### config.mk
export PLATFORM = sky130hd
export DESIGN_NAME = fp_round_pack
export DESIGN_NICKNAME = d
export VERILOG_FILES = /design/src/rtl/fp_round_pack.sv
export SDC_FILE = /design/constraint.sdc
export NUM_CORES = 1
export LEC_CHECK = 0
export CORE_UTILIZATION = 25
export CTS_BUF_LIST = sky130_fd_sc_hd__clkbuf_4 sky130_fd_sc_hd__clkbuf_8
export DETAILED_ROUTE_END_ITERATION = 10
export PLACE_DENSITY_LB_ADDON = 0.1
export RECOVER_POWER = 25
export SLEW_MARGIN = 0
export SYNTH_ARGS = -nofsm -noshare
export SYNTH_HDL_FRONTEND = slang
export SYNTH_SLANG_ARGS = --single-unit
### constraint.sdc
create_clock -name clk -period 1.4 [get_ports clk]
set_input_delay 0.35 -clock clk [delete_from_list [all_inputs] [get_ports clk]]
set_output_delay 0.35 -clock clk [all_outputs]
set_load 0.005 [all_outputs]
### src/rtl/fp_round_pack.sv
// Rounding and packing stage of the 12-bit to 8-bit float converter.
// S1 holds the raw exponent and the rounded sum; S2 resolves carry/saturation into {S,E,F}.
module fp_round_pack #(
    parameter int SAT_CNT_W = 8
) (
    input  logic                 clk,
    input  logic                 rst,
    input  logic                 in_valid,
    output logic                 in_ready,
    input  logic                 in_sign,
    input  logic [3:0]           in_num_leading_zeros,
    input  logic [3:0]           in_significand,
    input  logic                 in_fifth_bit,
    output logic                 out_valid,
    input  logic                 out_ready,
    output logic                 out_sign,
    output logic [2:0]           out_exponent,
    output logic [3:0]           out_significand,
    output logic                 out_saturated,
    output logic [SAT_CNT_W-1:0] sat_count
);

    // Valid/ready: a transfer happens on a rising edge where valid & ready are both 1;
    // the sender holds valid and data stable until that edge.
    logic       s1_valid;
    logic       s1_sign;
    logic       s1_force_sat;
    logic [2:0] s1_exp;
    logic [4:0] s1_sum;

    logic       s1_load;
    logic       s2_load;

    logic       raw_force_sat;
    logic [2:0] raw_exp;
    logic [4:0] raw_sum;

    logic       fin_sat;
    logic [2:0] fin_exp;
    logic [3:0] fin_sig;

    assign s2_load  = !out_valid | out_ready;
    assign in_ready = !s1_valid | s2_load;
    assign s1_load  = in_ready;

    always_comb begin
        raw_force_sat = (in_num_leading_zeros == 4'd0);
        raw_exp       = 3'd0;
        raw_sum       = {1'b0, in_significand};
        if (in_num_leading_zeros == 4'd0) begin
            raw_exp = 3'd7;
        end else if (in_num_leading_zeros < 4'd8) begin
            raw_exp = 3'(4'd8 - in_num_leading_zeros);
            raw_sum = {1'b0, in_significand} + {4'b0000, in_fifth_bit};
        end
    end

    // A carry out of the significand renormalises to 1000 and bumps E, unless E is already 7.
    always_comb begin
        fin_sat = 1'b0;
        fin_exp = s1_exp;
        fin_sig = s1_sum[3:0];
        if (s1_force_sat || (s1_sum[4] && s1_exp == 3'd7)) begin
            fin_sat = 1'b1;
            fin_exp = 3'd7;
            fin_sig = 4'b1111;
        end else if (s1_sum[4]) begin
            fin_exp = s1_exp + 3'd1;
            fin_sig = 4'b1000;
        end
    end

    always_ff @(posedge clk) begin
        if (rst) begin
            s1_valid     <= 1'b0;
            s1_sign      <= 1'b0;
            s1_force_sat <= 1'b0;
            s1_exp       <= 3'd0;
            s1_sum       <= 5'd0;
        end else if (s1_load) begin
            s1_valid <= in_valid;
            if (in_valid) begin
                s1_sign      <= in_sign;
                s1_force_sat <= raw_force_sat;
                s1_exp       <= raw_exp;
                s1_sum       <= raw_sum;
            end
        end
    end

    always_ff @(posedge clk) begin
        if (rst) begin
            out_valid       <= 1'b0;
            out_sign        <= 1'b0;
            out_exponent    <= 3'd0;
            out_significand <= 4'd0;
            out_saturated   <= 1'b0;
        end else if (s2_load) begin
            out_valid <= s1_valid;
            if (s1_valid) begin
                out_sign        <= s1_sign;
                out_exponent    <= fin_exp;
                out_significand <= fin_sig;
                out_saturated   <= fin_sat;
            end
        end
    end

    always_ff @(posedge clk) begin
        if (rst) begin
            sat_count <= '0;
        end else if (out_valid && out_ready && out_saturated && sat_count != '1) begin
            sat_count <= sat_count + 1'b1;
        end
    end

endmodule

==> flow_summary_export.csv <==
group,metric,value,unit
outcome,status,"complete, no violations",
yosys,ys_sh_mux,2.855,%
critical_path,path_class,"in -> out",
global_route,grt_max_degree,30,
timing,holdWs,0.4604,ns
critical_path,arrival,1.01,ns
timing,worstMarginPinSlew,0.3514,ns
critical_path,cp-end-kind,"output pin",
yosys,ys_seq_share,41.39,%
layout,buffers,63,
layout,syn2layout_area_growth,60.75,%
yosys,synth_cell_type_count,41,
floorplanning,dieWidth,76.90,µm
timing,max_freq,734.9,MHz
global_route,top_usage_layer,"met2",
layout,n_sequential_cell,29,
layout,regArea,605.6,µm²
min_path,holdPathStages,2,
floorplanning,pin_count,33,
floorplanning,core_area,0.005270,mm²
critical_path,crit_chain,"dlygate4sd2_1 -> nand3b_4 -> dlygate4sd2_1",
timing,finalWorstSetupSlack,0.03930,ns
drt,drtPass1Iterations,4,
layout,most-common-layout-cells,"buf_4 (26), nor2_1 (22), dlygate4sd2_1 (22), dfxtp_1 (19), nand2_1 (11)",
yosys,yosys_warnings,0,
critical_path,reg2reg_depth,6,
critical_path,endpoint,"in_ready",
yosys,top_cells_by_area,"dfxtp_1 (41%), nor2_1 (5.9%), ha_1 (5.4%)",
pwr,ir_drop,281.1,µV
yosys,synthCells,155,
clock_tree,root_buffer,"clkbuf_8",
layout,drive_above_1_share,33.18,%
layout,fin_cells,287,
floorplanning,rows,26,
place,placedInstanceArea,0.001998,mm²
drt,drtAntennaViolNets,0,
layout,largest_registers,"sat_count: 8 flops, s1_sum: 5 flops, out_significand: 4 flops",
timing,layout_min_cycle_time,1.361,ns
layout,sh_comb_area,37.62,%
critical_path,critPathMaxStageDelay,0.26,ns
timing,setup_viol,0,
yosys,yosysTopAreaCellShare,41.39,%
layout,clk_share,5.327,%
timing,fin_tns_setup,0,ns
critical_path,worstSetupStartpointType,"input pin",
pwr,p_leak,0.9983,nW
yosys,ys_area,0.001403,mm²
layout,comb_cells,112,
## power by group
| part | total (mW) | switching, mW | internal (mW) |
|---|---|---|---|
| logic | 0.252 | 0.112 | 0.140 |
| clock network | 0.909 | 0.310 | 0.599 |
| registers | 0.879 | 0.0237 | 0.855 |
| total | 2.04 | 0.446 | 1.59 |
## Yosys cell counts, drive strengths merged
master    n
nand4     2
a2111oi   1
o21ba     1
mux2i     4
clkbuf    5
a311oi    2
nor3      4
inv       5
o21ai     3
o21a      1
nand2b    4
a211oi    9
o2111ai   1
dfxtp    29
and2      3
o211ai    3
a21oi    10
and3      4
or3       2
nand3b    2
nand2    12
buf       4
nand3     4
xnor2     4
nor3b     1
nor2b     1
ha        6
xor2      5
nor2     23
flops_by_reg.png
The bar under the picture is 20 µm long. Other sequential cells in the stronger gray, the rest of the logic in the fainter gray.
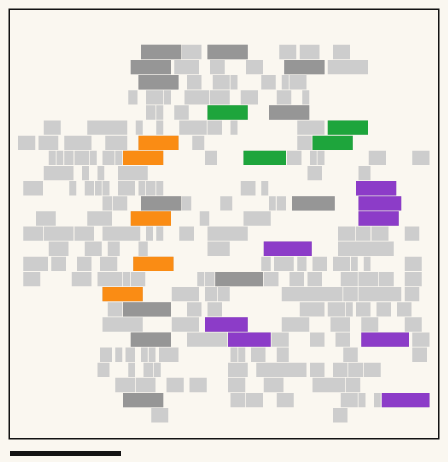
Key: purple = sat_count [flops 8]; green = out_significand [flops 4]; orange = s1_sum [flops 5]
Another 12 sequential cells are not colored.

wires.png
The bar under the picture is 20 µm long.
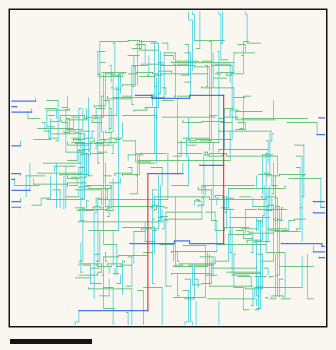
Key: green = metal 1 [wire length 1410 µm]; blue = metal 3 [wire length 127 µm]; red = metal 4 [wire length 69.4 µm]; cyan = metal 2 [wire length 1750 µm]

detail.png
The bar under the picture is 5 µm long. Window x 28 to 48, y 44 to 64 µm. Cells in gray, sequential cells in the stronger gray; small squares are vias.
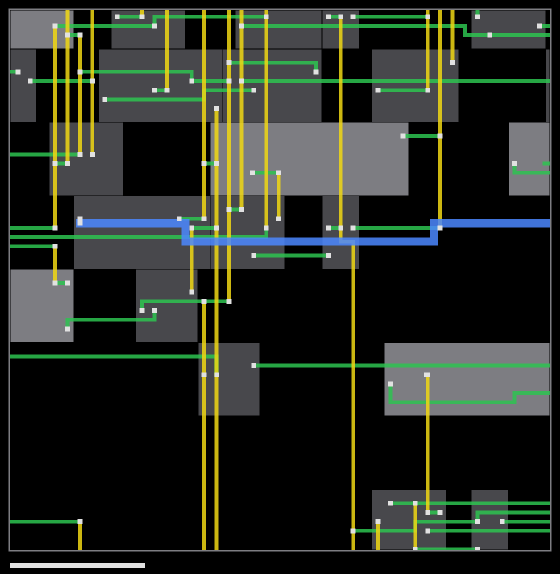
Key: green = metal 1; yellow = metal 2; blue = metal 3
Netlist names of flops here include out_significand (2). 18 logic cells have their middle in the window. Sequential cells in the window: 2. Most frequent: nor2_1 (3), a211oi_1 (3).

congestion.png
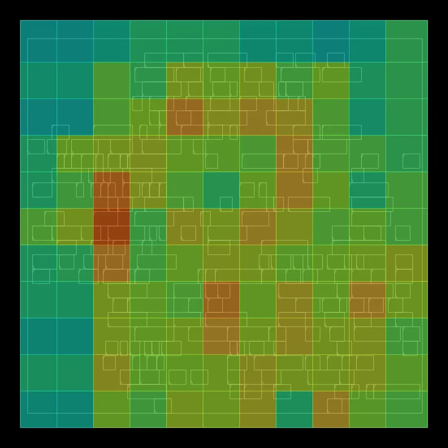
WL/cell: 11.72 µm
All-Layer GR Usage: 12.71%
M2 GR Usage: 21.96%

logic_types.png
The bar under the picture is 20 µm long.
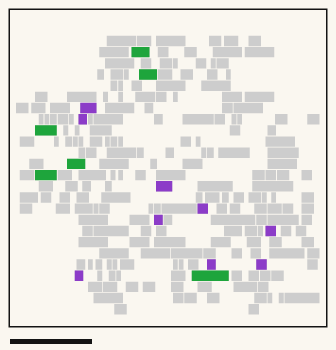
Key: purple = AND and OR gates [cells 9, most used and3_2]; green = adder and majority cells [cells 6, most used ha_1]

No activity file was given, so power comes from the tool's default toggle rates.
